### Selected gate families

(8 px per um)
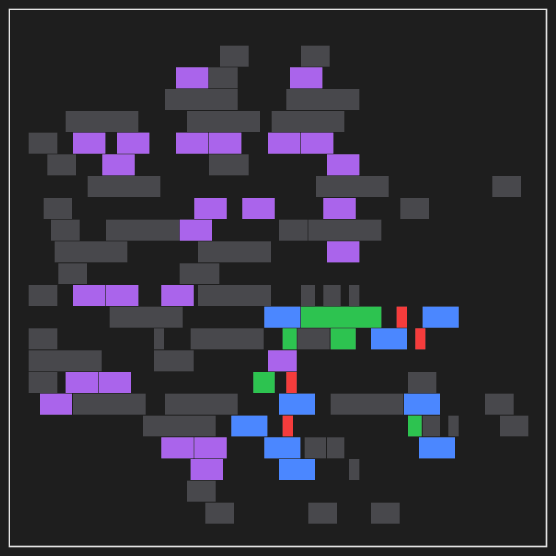
### Track usage over the die

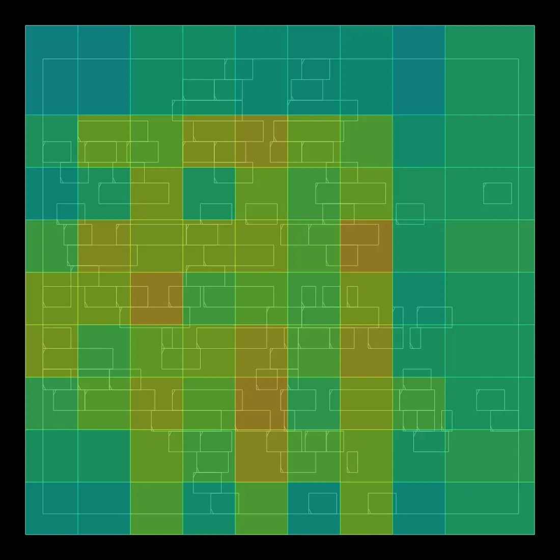
### Sequential cells colored by netlist name

(8 px per um) Other sequential cells in the stronger gray, the rest of the logic in the fainter gray.
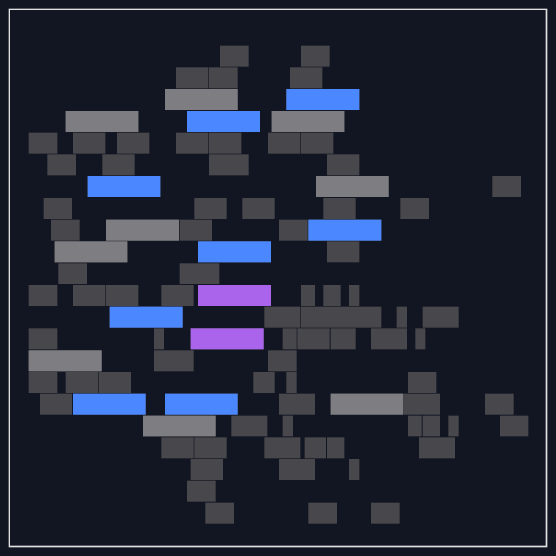
## src/rtl/fifo_fwft_adapter.sv

```systemverilog
// First-word-fall-through read stage behind fifo_async: issues rd_en, captures rd_data, and holds it in a 2-entry skid buffer.
// A strobe sampled at edge N is captured at N+1. A read is issued only when a buffer slot is reserved for it. Optional macro FWFT_WORD_CNT_EN adds word_cnt.
module fifo_fwft_adapter #(
  parameter int WIDTH = 8
) (
  input  logic             rd_clk,
  input  logic             rd_rst_n,
  input  logic             fifo_empty,
  input  logic [WIDTH-1:0] fifo_rd_data,
  output logic             fifo_rd_en,
  output logic             m_valid,
  output logic [WIDTH-1:0] m_data,
  input  logic             m_ready
`ifdef FWFT_WORD_CNT_EN
  ,
  output logic [15:0]      word_cnt
`endif
);

  typedef enum logic [1:0] {
    S_EMPTY = 2'd0,
    S_ONE   = 2'd1,
    S_TWO   = 2'd2
  } state_t;

  state_t           state_q, state_d;
  logic             inflight_q, inflight_d;
  logic [WIDTH-1:0] head_q, head_d;
  logic [WIDTH-1:0] tail_q, tail_d;
  logic [1:0]       occ;
  logic [2:0]       occ_plus;
  logic             cap;
  logic             pop;

  assign cap = inflight_q;
  assign pop = m_valid && m_ready;

  // Words already owned (buffered + in flight) minus the one leaving must leave room for a new read.
  assign occ_plus   = {1'b0, occ} + {2'b00, inflight_q};
  assign fifo_rd_en = rd_rst_n && !fifo_empty && (occ_plus < (3'd2 + {2'b00, pop}));
  assign inflight_d = fifo_rd_en;

  always_ff @(posedge rd_clk or negedge rd_rst_n) begin
    if (!rd_rst_n) begin
      state_q <= S_EMPTY;
    end else begin
      state_q <= state_d;
    end
  end

  always_comb begin
    state_d = state_q;
    case (state_q)
      S_EMPTY: if (cap) state_d = S_ONE;
      S_ONE: begin
        if (cap && !pop)      state_d = S_TWO;
        else if (!cap && pop) state_d = S_EMPTY;
      end
      S_TWO:   if (pop) state_d = S_ONE;
      default: state_d = S_EMPTY;
    endcase
  end

  always_comb begin
    occ     = 2'd0;
    m_valid = 1'b0;
    case (state_q)
      S_ONE: begin
        occ     = 2'd1;
        m_valid = 1'b1;
      end
      S_TWO: begin
        occ     = 2'd2;
        m_valid = 1'b1;
      end
      default: begin
        occ     = 2'd0;
        m_valid = 1'b0;
      end
    endcase
  end

  always_comb begin
    head_d = head_q;
    tail_d = tail_q;
    case (state_q)
      S_EMPTY: if (cap) head_d = fifo_rd_data;
      S_ONE: begin
        if (cap && pop) head_d = fifo_rd_data;
        else if (cap)   tail_d = fifo_rd_data;
      end
      S_TWO:   if (pop) head_d = tail_q;
      default: ;
    endcase
  end

  always_ff @(posedge rd_clk or negedge rd_rst_n) begin
    if (!rd_rst_n) begin
      inflight_q <= 1'b0;
      head_q     <= '0;
      tail_q     <= '0;
    end else begin
      inflight_q <= inflight_d;
      head_q     <= head_d;
      tail_q     <= tail_d;
    end
  end

  assign m_data = head_q;

`ifdef FWFT_WORD_CNT_EN
  logic [15:0] word_cnt_q, word_cnt_d;

  always_comb begin
    word_cnt_d = word_cnt_q;
    if (pop) word_cnt_d = word_cnt_q + 16'd1;
  end

  always_ff @(posedge rd_clk or negedge rd_rst_n) begin
    if (!rd_rst_n) begin
      word_cnt_q <= 16'd0;
    end else begin
      word_cnt_q <= word_cnt_d;
    end
  end

  assign word_cnt = word_cnt_q;
`endif

  // The credit rule makes a capture while full unreachable.
  assert property (@(posedge rd_clk) disable iff (!rd_rst_n) !(state_q == S_TWO && cap));

endmodule

```

## config.mk

```make
export PLATFORM = sky130hd
export DESIGN_NAME = fifo_fwft_adapter
export DESIGN_NICKNAME = d
export VERILOG_FILES = /design/src/rtl/fifo_fwft_adapter.sv
export SDC_FILE = /design/constraint.sdc
export NUM_CORES = 1
export LEC_CHECK = 0
export CELL_PAD_IN_SITES_DETAIL_PLACEMENT = 0
export CELL_PAD_IN_SITES_GLOBAL_PLACEMENT = 2
export CORE_MARGIN = 2
export CORE_UTILIZATION = 25
export DETAILED_ROUTE_END_ITERATION = 16
export GPL_TIMING_DRIVEN = 0
export PLACE_DENSITY = 0.64
export SKIP_LAST_GASP = 1
export SLEW_MARGIN = 15
export SYNTH_ARGS = -nofsm -noshare
export SYNTH_HDL_FRONTEND = slang
export SYNTH_SLANG_ARGS = --single-unit
```

## constraint.sdc

```tcl
create_clock -name rd_clk -period 4.4 [get_ports rd_clk]
set_clock_uncertainty 0.05 [all_clocks]
set_input_delay 0.66 -clock rd_clk [delete_from_list [all_inputs] [get_ports rd_clk]]
set_output_delay 0.66 -clock rd_clk [all_outputs]
set_load 0.005 [all_outputs]
```

==> results.json <==
{
  "logic_gate_count": 47,
  "grt_usage_pct": 9.88,
  "ys_warn_count": 0,
  "min_path_cells": 1,
  "die_area_mm2": 0.00448,
  "area_growth_pct": 31.8,
  "r2r_slack_ns": 1.98,
  "powerDensity_mw_per_mm2": 622,
  "worst_slew_pin_slew_ns": 0.875,
  "synth_cell_types": 16,
  "clk_path_buf_depth": 2,
  "clk_share_pct": 3.45,
  "synthCells": 71,
  "hold_start": "m_data[6]$_DFFE_PN0P_",
  "switching_share_pct": 30.5,
  "first_pass_iters": 3,
  "cp-start-kind": "input pin",
  "ys_sh_aoi_pct": 6.57,
  "wirelength_um": 1890,
  "setup_viol": 0,
  "clock-root-buffer": "clkbuf_8",
  "final_cell_area_mm2": 0.00131,
  "p_leak_nw": 0.554,
  "cp.required_ns": 3.69,
  "slew_headroom_pct": 41.5,
  "fin_setup_tns_ns": 0,
  "setup.worst_path.end": "fifo_rd_en",
  "reg2reg_depth": 8,
  "rr_endpoint": "m_data[5]$_DFFE_PN0P_",
  "drtIter0Drc": 10,
  "vdd_drop_max_mv": 0.219,
  "warning_count": 31,
  "p_total_mw": 0.813,
  "cap_violations": 0,
  "nFillCells": 404,
  "top_layer": "met4",
  "post_dp_cell_area_mm2": 0.00126,
  "critical_path.startpoint": "rd_rst_n",
  "top_cells_by_area": "dfrtp_1 (48%), mux2_2 (27%), ha_1 (11%)",
  "synth_seq_share_pct": 48.0,
  "inv_count": 4,
  "powerComb_mw": 0.390,
  "outcome": "finished clean",
  "viasPerCell": 4.17,
  "num_rows": 22
}
Notes on 'Selected gate families' above:
red -> inverters  # cells 4
purple -> multiplexers  # cells 25
blue -> adder and majority cells  # cells 9, where south
green -> inverting AOI/OAI gates  # cells 5
Non-Filler Instances: 144
most numerous logic cell after layout: mux2_2
combinational share of cell area: 37.7%

Notes on 'Track usage over the die' above:
gr busiest metal: met2
Post-Route Utilization: 34.9%
GR met1 Demand/Resource: 13.6%
post-DR wirelength/cell: 13.1 um

Notes on 'Sequential cells colored by netlist name' above:
purple -> state_q  # placed flops 2
blue -> tail_q  # placed flops 8
not colored = 9
sequential cell area: 475 um^2
Seq/total area: 36.4%
P_seq: 0.305 mW

Power is estimated from default activity; no workload was simulated.
